File: src/rtl/eco32f_div_arb.sv
// eco32f_div_arb: one serial restoring divider shared by two requesters.
// A round-robin arbiter picks a requester. Signed operands are converted
// to magnitudes, the divide runs one bit per cycle, and the sign is
// applied to the result. Only one division is in flight at a time.
module eco32f_div_arb #(
  parameter int unsigned WIDTH     = 32,
  parameter bit          FAST_ZERO = 1'b1
) (
  input  logic             clk,
  input  logic             rst,
  input  logic             req0_valid,
  input  logic             req0_rem,
  input  logic             req0_signed,
  input  logic [WIDTH-1:0] req0_x,
  input  logic [WIDTH-1:0] req0_y,
  input  logic             req0_abort,
  output logic             req0_ready,
  input  logic             req1_valid,
  input  logic             req1_rem,
  input  logic             req1_signed,
  input  logic [WIDTH-1:0] req1_x,
  input  logic [WIDTH-1:0] req1_y,
  input  logic             req1_abort,
  output logic             req1_ready,
  output logic             resp0_valid,
  output logic             resp1_valid,
  output logic [WIDTH-1:0] resp_result,
  output logic             resp_dbz,
  output logic             busy
);

  localparam int unsigned CW = $clog2(WIDTH + 1);

  typedef enum logic [1:0] {S_IDLE, S_RUN, S_FIX, S_DONE} state_t;

  state_t           state;
  logic             rr_ptr;
  logic             owner;
  logic             op_rem;
  logic             op_dbz;
  logic             op_neg;
  logic [WIDTH-1:0] n;
  logic [WIDTH-1:0] d;
  logic [WIDTH-1:0] r;
  logic [WIDTH-1:0] x_raw;
  logic [CW-1:0]    cnt;

  logic             elig0, elig1, grant0, grant1, is_idle;
  logic             sel_rem, sel_signed, sel_neg, sel_dbz;
  logic [WIDTH-1:0] sel_x, sel_y, abs_x, abs_y;
  logic [WIDTH:0]   trial;
  logic             ge;
  logic [WIDTH-1:0] r_next, n_next;
  logic [WIDTH-1:0] fix_mag, fix_val;
  logic             own_abort;

  // Arbitration, handshake and operand selection for the granted port
  always_comb begin
    elig0      = req0_valid & ~req0_abort;
    elig1      = req1_valid & ~req1_abort;
    grant0     = elig0 & (~elig1 | ~rr_ptr);
    grant1     = elig1 & (~elig0 | rr_ptr);
    is_idle    = (state == S_IDLE);
    req0_ready = is_idle & grant0;
    req1_ready = is_idle & grant1;
    sel_x      = grant1 ? req1_x      : req0_x;
    sel_y      = grant1 ? req1_y      : req0_y;
    sel_rem    = grant1 ? req1_rem    : req0_rem;
    sel_signed = grant1 ? req1_signed : req0_signed;
    abs_x      = (sel_signed & sel_x[WIDTH-1]) ? ('0 - sel_x) : sel_x;
    abs_y      = (sel_signed & sel_y[WIDTH-1]) ? ('0 - sel_y) : sel_y;
    sel_neg    = sel_signed & (sel_rem ? sel_x[WIDTH-1]
                                       : (sel_x[WIDTH-1] ^ sel_y[WIDTH-1]));
    sel_dbz    = (sel_y == '0);
  end

  // One restoring step. The partial remainder is kept one bit wider than the
  // operands so large unsigned divisors cannot overflow the shift.
  always_comb begin
    trial  = {r, n[WIDTH-1]};
    ge     = (trial >= {1'b0, d});
    r_next = ge ? (trial[WIDTH-1:0] - d) : trial[WIDTH-1:0];
    n_next = {n[WIDTH-2:0], ge};
  end

  // Result selection with sign fix-up; divide-by-zero results stay unsigned
  always_comb begin
    fix_mag = op_rem ? r : n;
    if (op_dbz)
      fix_val = op_rem ? x_raw : '1;
    else
      fix_val = op_neg ? ('0 - fix_mag) : fix_mag;
    own_abort = owner ? req1_abort : req0_abort;
  end

  // Response strobes and busy flag decoded from the sequencer state
  always_comb begin
    resp0_valid = (state == S_DONE) & ~owner & ~req0_abort;
    resp1_valid = (state == S_DONE) &  owner & ~req1_abort;
    busy        = ~is_idle;
  end

  // Sequencer: accept, iterate, fix sign, deliver
  always_ff @(posedge clk or negedge rst) begin
    if (!rst) begin
      state       <= S_IDLE;
      rr_ptr      <= 1'b0;
      owner       <= 1'b0;
      op_rem      <= 1'b0;
      op_dbz      <= 1'b0;
      op_neg      <= 1'b0;
      n           <= '0;
      d           <= '0;
      r           <= '0;
      x_raw       <= '0;
      cnt         <= '0;
      resp_result <= '0;
      resp_dbz    <= 1'b0;
    end else begin
      case (state)
        S_IDLE: begin
          if (grant0 | grant1) begin
            owner  <= grant1;
            rr_ptr <= ~grant1;
            op_rem <= sel_rem;
            op_dbz <= sel_dbz;
            op_neg <= sel_neg;
            n      <= abs_x;
            d      <= abs_y;
            r      <= '0;
            x_raw  <= sel_x;
            cnt    <= CW'(WIDTH);
            state  <= (sel_dbz & FAST_ZERO) ? S_FIX : S_RUN;
          end
        end
        S_RUN: begin
          if (own_abort) begin
            state <= S_IDLE;
          end else begin
            r   <= r_next;
            n   <= n_next;
            cnt <= cnt - 1'b1;
            if (cnt == CW'(1))
              state <= S_FIX;
          end
        end
        S_FIX: begin
          if (own_abort) begin
            state <= S_IDLE;
          end else begin
            resp_result <= fix_val;
            resp_dbz    <= op_dbz;
            state       <= S_DONE;
          end
        end
        S_DONE:  state <= S_IDLE;
        default: state <= S_IDLE;
      endcase
    end
  end

endmodule

File: config.mk
export PLATFORM = sky130hd
export DESIGN_NAME = eco32f_div_arb
export DESIGN_NICKNAME = d
export VERILOG_FILES = /design/src/rtl/eco32f_div_arb.sv
export SDC_FILE = /design/constraint.sdc
export NUM_CORES = 1
export LEC_CHECK = 0
export CAP_MARGIN = 20
export CORE_MARGIN = 2
export CORE_UTILIZATION = 40
export DETAILED_ROUTE_END_ITERATION = 8
export GPL_ROUTABILITY_DRIVEN = 0
export PLACE_DENSITY = 0.69
export SKIP_LAST_GASP = 1
export SYNTH_ARGS = -nofsm -noshare
export SYNTH_HDL_FRONTEND = slang
export SYNTH_SLANG_ARGS = --single-unit
File: constraint.sdc
create_clock -name clk -period 7.3 [get_ports clk]
set_input_delay 1.46 -clock clk [delete_from_list [all_inputs] [get_ports clk]]
set_output_delay 1.46 -clock clk [all_outputs]
set_load 0.1 [all_outputs]
==> out/summary.log, run 1 <==
INFO  outcome        run_status=completed
INFO  sta            final.setup.worst_slack=2.08ns
INFO  power          power.density_cell_area=434mW/mm2
INFO  sta            setup_viol=0
INFO  final_layout   ant_diodes=0
INFO  power          vdd.ir_drop.worst=0.000231V
INFO  grt            grt_pass1_wl=66600um
INFO  grt            initial_antenna_violation_count=0
INFO  grt            grt_pass1_vias=12100
INFO  job            maxCapViolCount=0
INFO  setup_path     r2r_setup_slack=3.23ns
INFO  setup_path     critical_path.top_delay_family=simple AND/OR/NAND/NOR gates
INFO  setup_path     cp-endpoint=state[1]
INFO  placed_design  dpl_cell_area=0.0151mm2
INFO  logic_synthesis yosys-stat-cells=1607
INFO  placed_design  buffer_ports.inserted=175
INFO  setup_path     worstPathArrival=5.58ns
INFO  setup_path     worst_path_class_setup=input pin to flip-flop
INFO  clocking       cts_resized=0
INFO  floorplanning  total_number_of_placement_rows=66
INFO  floorplanning  chipHeight=185um
INFO  setup_path     worst_path_depth=11
INFO  placed_design  post-place-cells=2153
INFO  logic_synthesis synthFlopType=sky130_fd_sc_hd__dfrtp_1
INFO  setup_path     timing.critical_path.buf_inv=1
INFO  logic_synthesis largest_area_cell=sky130_fd_sc_hd__dfrtp_1
INFO  grt            met3_usage=4.29%
INFO  setup_path     critical_path.max_stage_delay=0.74ns
INFO  detailed_routing drt-vias-per-instance=5.85
INFO  floorplanning  initCoreUtil=40.4%
INFO  sta            final.period_utilization=71.5%
INFO  power          power.total=0.00684W
INFO  logic_synthesis top_area_share=33.3%
INFO  clocking       clock_transition_time_at_the_flip_flop_clock_pins_of_the_worst_setup_and_hold_paths=0.08ns
INFO  clocking       max-clock-path-buffers=2
INFO  sta            grt_setup_unrepaired=false
INFO  clocking       tritoncts_clock_tree=done
INFO  setup_path     critPathLaunchType=input pin
INFO  setup_path     setup.worst_path.end_class=flip-flop
INFO  final_layout   mostFrequentLayoutCells=sky130_fd_sc_hd__nand2_1, sky130_fd_sc_hd__o21ai_0, sky130_fd_sc_hd__dfrtp_1, sky130_fd_sc_hd__clkdlybuf4s50_1, sky130_fd_sc_hd__nor2_1
INFO  clocking       clock_sinks=174
INFO  setup_path     timing.critical_path.slowest_stage_cell=sky130_fd_sc_hd__nand2_4
INFO  setup_path     crit_path_start=req0_abort
INFO  detailed_routing starting_drc_count_in_detailed_routing=1183
INFO  logic_synthesis synth-async-reset-ratio=100%
INFO  clocking       cts_post_setup_buffers_inserted=0
INFO  sta            min_period=5.22ns
INFO  detailed_routing drc=0
INFO  sta            finClkSkew=0.0134ns
INFO  grt            met1_use_gr=34.6%
INFO  setup_path     critical_path_cell_list=clkdlybuf4s50_1 -> or3b_1 -> nand2_4 -> mux2i_1 -> ha_1 -> o21ai_1 -> nand3b_1 -> or4b_1 -> o31ai_1 -> nand2b_1 -> a21oi_1
INFO  job            openroad.warnings=27
INFO  floorplanning  die_w=185um
INFO  sta            timing.max_slew.rel_slack=22.1%
==> run 1: logic make-up (layout without fill, tap and decap cells) <==
family | count (synthesis) | count (layout) | synth area share, %
buffers and inverters | 143 | 282 | 4.67
flip-flops | 174 | 174 | 33.3
AND/OR/NAND/NOR | 537 | 537 | 19.1
multiplexers | 124 | 124 | 9.66
AND-OR/OR-AND | 473 | 473 | 21.7
XOR/XNOR | 118 | 118 | 7.90
adder cells (fa/ha/maj) | 38 | 38 | 3.69
==> run 1: where the power goes <==
group / internal (W) / switching [W]
sequential: 0.00137 / 0.000376
clock: 0.000456 / 0.000458
combinational: 0.00149 / 0.00269
==> run 1: area by class of cell <==
type                            instances  area [um2]  area share, %
Inverter                               53         199           1.26
Tap cell                              442         553           3.51
Timing Repair Buffer                  197        1950           12.4
Clock buffer                           17         425           2.70
Sequential cell                       174        4360           27.6
Multi-Input combinational cell       1290        8140           51.6
Clock inverter                         15         145          0.921
==> run 1: how the worst min path moves through the flow <==
stage / to / slack [ns] / depth (start not counted)
floorplan: x_raw[24] / 0.44 / 2
global placement: d[19] / 0.46 / 2
detailed placement: resp_result[15] / 0.47 / 2
CTS: x_raw[19] / 0.49 / 2
global route: d[2] / 0.50 / 2
finish: resp_result[29] / 0.48 / 2
==> run 1: sequential cells by signal, summed over array words and instances, names as in the netlist, 2 cells and up <==
register,flops
d,32
x_raw,32
r,32
n,32
state,2
resp_result,32
cnt,6
==> run 1: per-layer routing <==
metal  vias to the layer above  wire length [um]
met4                         0              1530
met5                         -                 0
met1                      6013             18200
met3                        86              3870
li1                       6038                 -
met2                       664             19100
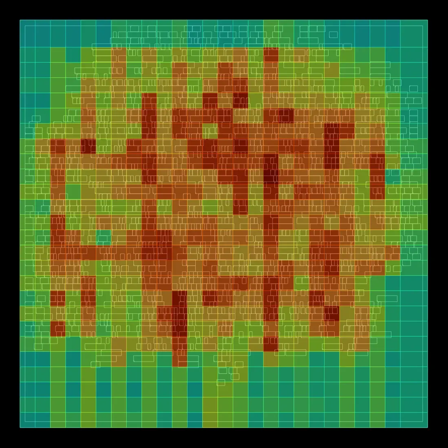
Fig. 1. Congestion heat map (run 1).
final routed wire length divided by cell count: 19.5 um
global-route layer with the greatest usage: met2

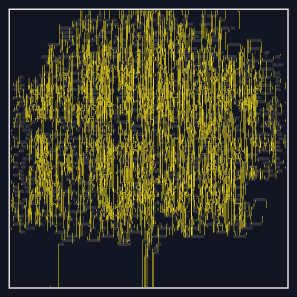
Fig. 2. Met2 routing (run 1).
Scale: 1.5 px per um.
share of all routed wire: 45%
wire length on this layer: 19100 um
GR Util met2: 39.7%
number of vias in the routed layout: 12800
total routed wirelength: 42700 um

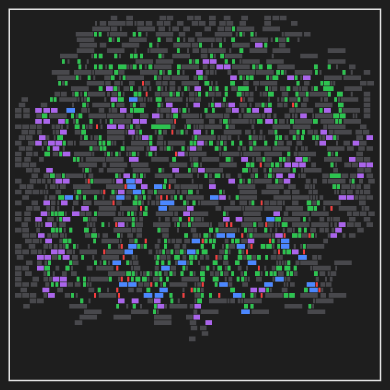
Fig. 3. Selected gate families (run 1).
Scale: 2 px per um.
legend:
  red:
    family: inv cells
    cells: 53
    most_used: inv_1
  green:
    family: aoi and oai cells
    cells: 441
    most_used: o21ai_0
  blue:
    family: fa/ha/maj cells
    cells: 38
    most_used: ha_1
  purple:
    family: mux cells
    cells: 124
    most_used: mux2i_1

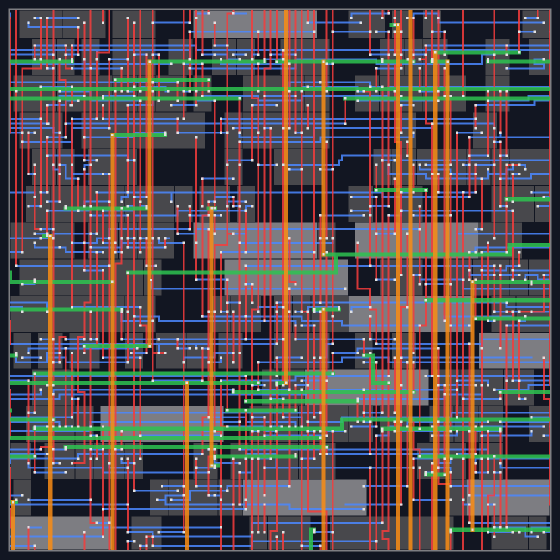
Fig. 4. Close-up of the layout (run 1).
Window x 72 to 112, y 109 to 149 um. Cells in gray, sequential cells in the stronger gray; small squares are vias.
legend:
  blue:
    layer: M1
  orange:
    layer: M4
  green:
    layer: M3
  red:
    layer: M2
sequential cells in the window: 11
netlist names of flops here include: n (9)
most frequent: nand2_1 (18), nor2_1 (17), a21oi_1 (15)
cells with their middle in the window: 141

Fig. 5: run 1, wires at chosen ports, followed through buffers
Scale: 2 px per um.
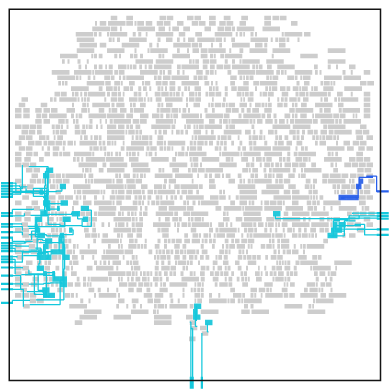

==> run 2: changes to the inputs <==
==> constraint.sdc (replaced) <==
create_clock -name clk -period 5.07 [get_ports clk]
set_input_delay 1.014 -clock clk [delete_from_list [all_inputs] [get_ports clk]]
set_output_delay 1.014 -clock clk [all_outputs]
set_load 0.1 [all_outputs]
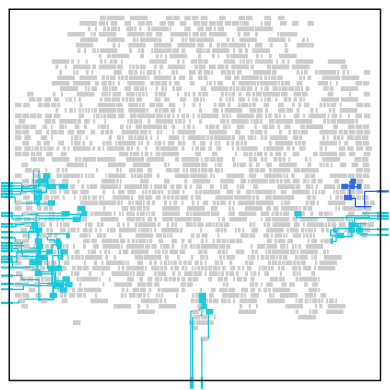
Fig. 6. Wires at chosen ports, followed through buffers (run 2).
Scale: 2 px per um.
legend:
  blue:
    port: req1_abort
    direction: input
    edge: right
    end_cells: 5
    buffers: 1
    wire: 50.0 um
  cyan:
    port: req0_y
    direction: input
    edge: 24 left, 5 right, 3 bottom
    end_cells: 52
    buffers: 32
    wire: 1050 um
buffers added on ports: 175
num ports: 176

==> run 2 against run 1 <==
Wire length is 0.46% higher. Final cell count grew 0.27%. Non-clock buffer count increased by 6. Clock power is 49% higher. First-iteration DRC count rose by 2.5%. Sequential power is 46% higher. Sequential cell count is the same. Critical endpoint unchanged. Global-route usage down 0.075 points. Clock-buffer cell count unchanged. Critical path depth stayed put. Sequential share of layout area down 0.14 points.
==> out/summary.log, run 2 <==
INFO  outcome        run_status=completed
INFO  floorplanning  die_w=185um
INFO  sta            timing.max_slew.rel_slack=27.7%
INFO  detailed_routing wl_met1=18700um
INFO  clocking       tritoncts_clock_tree=done
INFO  detailed_routing drc=0
INFO  detailed_routing starting_drc_count_in_detailed_routing=1213
INFO  detailed_routing wl_met3=3850um
INFO  grt            grt_most_used_layer=met2
INFO  power          comb_power_share=60.4%
INFO  setup_path     setup.worst_path.end_class=flip-flop
INFO  logic_synthesis synthFlopType=sky130_fd_sc_hd__dfrtp_1
INFO  detailed_routing finalWirelength=42900um
INFO  power          vdd.ir_drop.worst=0.000310V
INFO  grt            met3_usage=4.95%
INFO  setup_path     critPathLaunchType=input pin
INFO  logic_synthesis top_area_share=33.3%
INFO  power          switching_share=51.2%
INFO  power          seqPwrFrac=25.9%
INFO  placed_design  dpl_cell_area=0.0152mm2
INFO  grt            grt_pass1_vias=12300
INFO  grt            grt_pass1_wl=67100um
INFO  job            maxCapViolCount=0
INFO  clocking       cts_post_setup_buffers_inserted=0
INFO  floorplanning  total_number_of_placement_rows=66
INFO  job            openroad.warnings=29
INFO  sta            finClkSkew=0.0202ns
INFO  final_layout   ant_diodes=0
INFO  floorplanning  chipHeight=185um
INFO  setup_path     worst_path_class_setup=input pin to flip-flop
INFO  detailed_routing met2_wirelength=19100um
INFO  detailed_routing drt-vias-per-instance=5.87
INFO  detailed_routing via_count=12900
INFO  detailed_routing wl_per_cell=19.5um
INFO  setup_path     timing.critical_path.buf_inv=1
INFO  placed_design  post-place-cells=2162
INFO  power          pwr-share-clk=13.7%
INFO  setup_path     critical_path_cell_list=clkdlybuf4s50_1 -> or3b_1 -> nand2_4 -> mux2i_1 -> ha_1 -> o21ai_1 -> nand3b_1 -> or4b_1 -> o31ai_1 -> nand2b_1 -> a21oi_1
INFO  clocking       max-clock-path-buffers=2
INFO  setup_path     worstPathArrival=4.68ns
INFO  logic_synthesis largest_area_cell=sky130_fd_sc_hd__dfrtp_1
INFO  detailed_routing highest_layer=met4
INFO  grt            initial_antenna_violation_count=0
INFO  power          power.total=0.00989W
INFO  logic_synthesis synth-async-reset-ratio=100%
INFO  setup_path     timing.critical_path.slowest_stage_cell=sky130_fd_sc_hd__or3b_1
INFO  setup_path     critical_path.max_stage_delay=0.64ns
INFO  sta            min_period=4.32ns
INFO  clocking       clock_transition_time_at_the_flip_flop_clock_pins_of_the_worst_setup_and_hold_paths=0.08ns
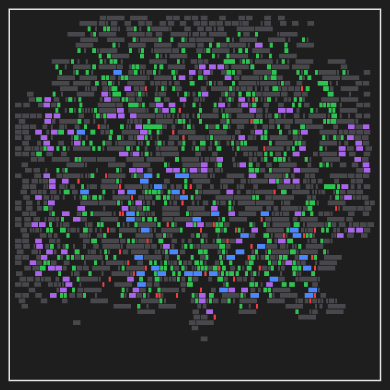
Fig. 7. Selected gate families (run 2).
Scale: 2 px per um.
legend:
  purple:
    family: mux cells
    cells: 124
    most_used: mux2i_1
  red:
    family: inv cells
    cells: 53
    most_used: inv_1
  blue:
    family: fa/ha/maj cells
    cells: 38
    most_used: ha_1
  green:
    family: aoi and oai cells
    cells: 441
    most_used: o21ai_0

[run 2: final cells by class]
class / instances / area [um2]
inverter: 53 / 199
clock buffer: 17 / 425
multi-input combinational: 1290 / 8140
clock inverter: 15 / 171
tap: 442 / 553
fill: 3154 / 16500
timing repair buffer: 203 / 2000
sequential: 174 / 4360
[run 2: worst paths after layout]
path,startpoint,to,slack [ns],cells past startpoint
setup / recovery,req0_abort,state[1],0.75,11
hold / removal,resp_result[25],resp_result[25],0.48,2
setup reg to reg,r[1],r[1],1.23,9
hold reg to reg,resp_result[25],resp_result[25],0.48,2
max in group asynchronous,rst,n[13],3.38,2
min in group asynchronous,rst,d[19],0.70,1
[run 2: power groups by stage]
stage | combinational (W) | clock, W | sequential [W]
final | 0.00597 | 0.00136 | 0.00256
after global routing | 0.00655 | 0.00142 | 0.00263
after CTS | 0.00592 | 0.00136 | 0.00254
after detailed placement | 0.00587 | 0 | 0.00257
after global placement | 0.00579 | 0 | 0.00254
after floorplan | 0.00379 | 0 | 0.00311
[run 2: metrics by stage]
| step | setup slack [ns] | hold WS (ns) |
|---|---|---|
| 2_1_floorplan | 0.534 | 0.445 |
| 4_1_cts | 0.848 | 0.486 |
| 3_5_place_dp | 0.451 | 0.470 |
| 3_3_place_gp | 0.571 | 0.463 |
| 5_1_grt | 0.605 | 0.507 |
| 6_report | 0.753 | 0.479 |
[run 2: cell families after synthesis]
kind of cell	synth area share (%)
AOI/OAI and AO/OA	21.7
xor gates and xnor gates	7.90
adders and majority gates	3.69
buffers and inverters	4.67
DFF	33.3
muxes	9.66
and+or+nand+nor	19.1
[run 2: tightest hold or removal path: cells and delay by family (launching register included)]
kind,cells,cell delay (ns)
flops,1,0.35
simple gates,1,0.04
compound gates,1,0.06
Power figures rest on the tool's default switching activity, not on a simulated workload.
